**Clock routing**

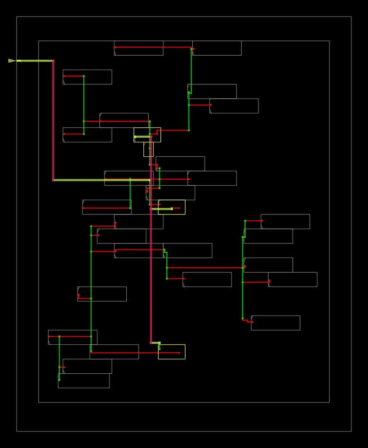
**Signal wires on met1**

Supply wires on this layer in gray.
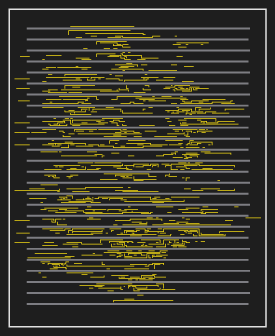
**Metal layers overlaid**

Two of the layers only.
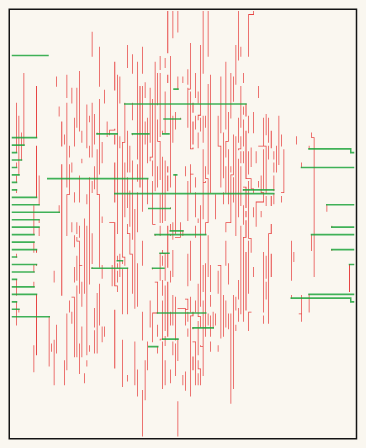
**A small window of the routed layout**

Bar = 10 µm. Window x 16 to 46, y 24 to 54 µm. Cells in gray, sequential cells in the stronger gray; small squares are vias.
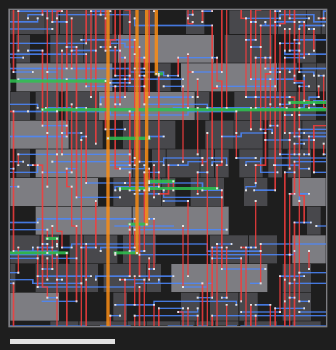
[config.mk]
export PLATFORM = sky130hd
export DESIGN_NAME = hosted_sys_arbiter
export DESIGN_NICKNAME = d
export VERILOG_FILES = /design/src/rtl/hosted_arb_pkg.sv /design/src/rtl/hosted_rr_pick.sv /design/src/rtl/hosted_sys_arbiter.sv
export SDC_FILE = /design/constraint.sdc
export NUM_CORES = 1
export LEC_CHECK = 0
export CAP_MARGIN = 40
export CORE_AREA = 4 4 59 74
export CTS_CLUSTER_SIZE = 24
export DETAILED_ROUTE_END_ITERATION = 12
export DIE_AREA = 0 0 63 78
export PLACE_DENSITY = 0.83
export SLEW_MARGIN = 0
export SYNTH_ARGS = -nofsm -noshare
export SYNTH_HDL_FRONTEND = slang
export SYNTH_SLANG_ARGS = --single-unit
export TNS_END_PERCENT = 100
[constraint.sdc]
create_clock -name clk -period 3.3 [get_ports clk]
set_clock_uncertainty 0.1 [all_clocks]
set_input_delay 0.495 -clock clk [delete_from_list [all_inputs] [get_ports clk]]
set_output_delay 0.495 -clock clk [all_outputs]
set_load 0.005 [all_outputs]
[src/rtl/hosted_arb_pkg.sv]
// Shared types and constants for the hosted system-port arbiter.
// Requester indices match the order of the packed requester buses.
package hosted_arb_pkg;

  typedef enum logic [1:0] {
    IDLE = 2'd0,
    ADDR = 2'd1,
    DATA = 2'd2,
    RESP = 2'd3
  } arb_state_e;

  localparam int REQ_HOST_DMEM = 0;
  localparam int REQ_HOST_IMEM = 1;
  localparam int REQ_NPU_MEM   = 2;

  localparam int DEF_N_REQ = 3;
  localparam int DEF_LEN_W = 8;

  // Index width that stays legal for a single requester.
  function automatic int id_width(input int n);
    return (n > 1) ? $clog2(n) : 1;
  endfunction

endpackage

[src/rtl/hosted_rr_pick.sv]
// Combinational round-robin picker: the search starts just after last_id
// and wraps, so the most recent winner has the lowest priority.
module hosted_rr_pick
  import hosted_arb_pkg::*;
#(
  parameter int N_REQ = DEF_N_REQ,
  parameter int ID_W  = id_width(N_REQ)
) (
  input  logic [N_REQ-1:0] req,
  input  logic [ID_W-1:0]  last_id,
  output logic [N_REQ-1:0] pick,
  output logic [ID_W-1:0]  pick_id
);

  int unsigned     idx;
  logic [ID_W-1:0] sel;
  logic            found;

  always_comb begin
    pick    = '0;
    pick_id = '0;
    found   = 1'b0;
    idx     = 0;
    sel     = '0;
    for (int k = 1; k <= N_REQ; k++) begin
      idx = (int'(last_id) + k) % N_REQ;
      sel = ID_W'(idx);
      if (!found && req[sel]) begin
        found     = 1'b1;
        pick[sel] = 1'b1;
        pick_id   = sel;
      end
    end
  end

endmodule

[src/rtl/hosted_sys_arbiter.sv]
// Transaction-level round-robin arbiter for the shared system memory port,
// holding the grant through address, data and write-response phases.
//
// state | meaning
// IDLE  | no transaction; pick a winner when any request is pending
// ADDR  | granted, waiting for AR/AW handshake; beats already counted
// DATA  | address done, counting R/W beats until beat_last
// RESP  | write data done, waiting for the B handshake
module hosted_sys_arbiter
  import hosted_arb_pkg::*;
#(
  parameter int N_REQ = DEF_N_REQ,
  parameter int LEN_W = DEF_LEN_W,
  localparam int ID_W = id_width(N_REQ)
) (
  input  logic                   clk,
  input  logic                   srst_n,
  input  logic [N_REQ-1:0]       req_valid,
  input  logic [N_REQ-1:0]       req_write,
  input  logic [N_REQ*LEN_W-1:0] req_len,
  input  logic                   addr_accept,
  input  logic                   beat,
  input  logic                   beat_last,
  input  logic                   b_done,
  output logic [N_REQ-1:0]       grant,
  output logic [ID_W-1:0]        grant_id,
  output logic                   grant_write,
  output logic                   busy,
  output logic                   len_err
);

  arb_state_e       state_q, state_d;
  logic [N_REQ-1:0] grant_q, grant_d;
  logic [ID_W-1:0]  grant_id_q, grant_id_d;
  logic             grant_write_q, grant_write_d;
  logic [ID_W-1:0]  last_id_q, last_id_d;
  logic [LEN_W-1:0] len_q, len_d;
  logic [LEN_W-1:0] beat_cnt_q, beat_cnt_d;
  logic             last_seen_q, last_seen_d;
  logic             len_err_q, len_err_d;

  logic [N_REQ-1:0] pick;
  logic [ID_W-1:0]  pick_id;
  logic             counting;
  logic             cnt_beat;
  logic             at_len;
  logic             beat_err;
  arb_state_e       done_state;

  hosted_rr_pick #(
    .N_REQ (N_REQ),
    .ID_W  (ID_W)
  ) u_pick (
    .req     (req_valid),
    .last_id (last_id_q),
    .pick    (pick),
    .pick_id (pick_id)
  );

  // Write data may beat the AW handshake, so ADDR counts beats as well.
  assign counting   = (state_q == ADDR) || (state_q == DATA);
  assign cnt_beat   = counting && beat;
  assign at_len     = (beat_cnt_q == len_q);
  assign beat_err   = cnt_beat && (beat_last ? !at_len : at_len);
  assign done_state = grant_write_q ? RESP : IDLE;

  always_comb begin
    state_d       = state_q;
    grant_d       = grant_q;
    grant_id_d    = grant_id_q;
    grant_write_d = grant_write_q;
    last_id_d     = last_id_q;
    len_d         = len_q;
    beat_cnt_d    = beat_cnt_q;
    last_seen_d   = last_seen_q;
    len_err_d     = beat_err;

    if (cnt_beat) begin
      beat_cnt_d = beat_cnt_q + 1'b1;
    end

    case (state_q)
      IDLE: begin
        if (|req_valid) begin
          grant_d       = pick;
          grant_id_d    = pick_id;
          grant_write_d = req_write[pick_id];
          len_d         = req_len[int'(pick_id)*LEN_W +: LEN_W];
          beat_cnt_d    = '0;
          last_seen_d   = 1'b0;
          last_id_d     = pick_id;
          state_d       = ADDR;
        end
      end
      ADDR: begin
        if (addr_accept) begin
          if (last_seen_q || (beat && beat_last)) begin
            state_d = done_state;
          end else begin
            state_d = DATA;
          end
        end else if (beat && beat_last) begin
          last_seen_d = 1'b1;
        end
      end
      DATA: begin
        if (beat && beat_last) begin
          state_d = done_state;
        end
      end
      RESP: begin
        if (b_done) begin
          state_d = IDLE;
        end
      end
      default: state_d = IDLE;
    endcase

    if ((state_q != IDLE) && (state_d == IDLE)) begin
      grant_d = '0;
    end
  end

  always_ff @(posedge clk or negedge srst_n) begin
    if (!srst_n) begin
      state_q       <= IDLE;
      grant_q       <= '0;
      grant_id_q    <= '0;
      grant_write_q <= 1'b0;
      last_id_q     <= ID_W'(N_REQ - 1);
      len_q         <= '0;
      beat_cnt_q    <= '0;
      last_seen_q   <= 1'b0;
      len_err_q     <= 1'b0;
    end else begin
      state_q       <= state_d;
      grant_q       <= grant_d;
      grant_id_q    <= grant_id_d;
      grant_write_q <= grant_write_d;
      last_id_q     <= last_id_d;
      len_q         <= len_d;
      beat_cnt_q    <= beat_cnt_d;
      last_seen_q   <= last_seen_d;
      len_err_q     <= len_err_d;
    end
  end

  assign grant       = grant_q;
  assign grant_id    = grant_id_q;
  assign grant_write = grant_write_q;
  assign busy        = (state_q != IDLE);
  assign len_err     = len_err_q;

endmodule

==> results.ini <==
[outcome]
status=finished, final reports clean

[min_path]
hold_path.class=flop to flop

[global_routing]
grt_pass1_wl_um=7300
overflow=0
antenna_found_initial=0

[final_timing]
drv_slew=0
finalSetupTns_ns=0
hold_ws_ns=0.407
timing.fmax_mhz=383
worst_pin_slew_ns=0.733
setup_viol=0

[setup_path]
crit_path_max_fanout=13
cp_data_arrival_time_ns=2.66
reg2reg_setup_slack_ns=0.69
startpoint_type=flop

[final_layout]
fillers=316
diodes=0
lay_top_cells=clkdlybuf4s50_1, dfrtp_1, nand2_1

[synthesis]
adder_share=0.0710
ys_ff=27
synth-edff-count=0
synth.largest_area_cell=dfrtp_1

[floorplanning]
ios=44
die_x_um=63

[power_and_ir_drop]
p_total_mw=1.91

[route]
wl_per_cell_um=14.8

-- 'clock routing' (at the start) --
# clk buffers: 3
Late-Pin Clk Latency: 0.28 ns

-- 'signal wires on met1' (at the start) --
share of all routed wire = 42%
wire length on this layer = 1820 µm
nets with wire on the layer = 253

-- 'metal layers overlaid' (at the start) --
metal 3 -> green  # wire length 274 µm
metal 2 -> red  # wire length 2140 µm

-- 'a small window of the routed layout' (at the start) --
metal 1 -> blue
metal 2 -> red
metal 3 -> green
metal 4 -> orange
netlist names of flops here include = beat_cnt_q (6), len_q (4)
cells with their middle in the window = 74
sequential cells in the window = 11
most frequent = dfrtp_1 (11), nand2_1 (8), nor2_1 (8)

[power breakdown]
part | switching [mW] | internal (mW) | leakage, nW
logic | 0.621 | 0.529 | 0.670
clock network | 0.108 | 0.0849 | 0.0255
registers | 0.110 | 0.456 | 0.348
[area by class of cell]
cell class              instances  area (µm²)  area share
multi-input cells             163        1130       0.467
flip-flops and latches         27         677       0.280
repair buffers                 49         475       0.196
well taps                      40        50.0      0.0207
clock buffers                   3        41.3      0.0171
inverters                      11        41.3      0.0171
clock inverters                 1        5.00     0.00207
[per-layer routing]
metal	global-route usage	vias up	wire length (µm)
met5	0	-	0
met4	0.102	0	125
met3	0.0318	11	273
li1	-	831	-
met2	0.312	70	2140
met1	0.222	787	1820
[tightest hold or removal path, cell delays in order (launching register included)]
cell and delay [ns]:
dfrtp_1 0.37, nand2_1 0.06, nand2_1 0.06
Power and IR drop assume default switching activity.
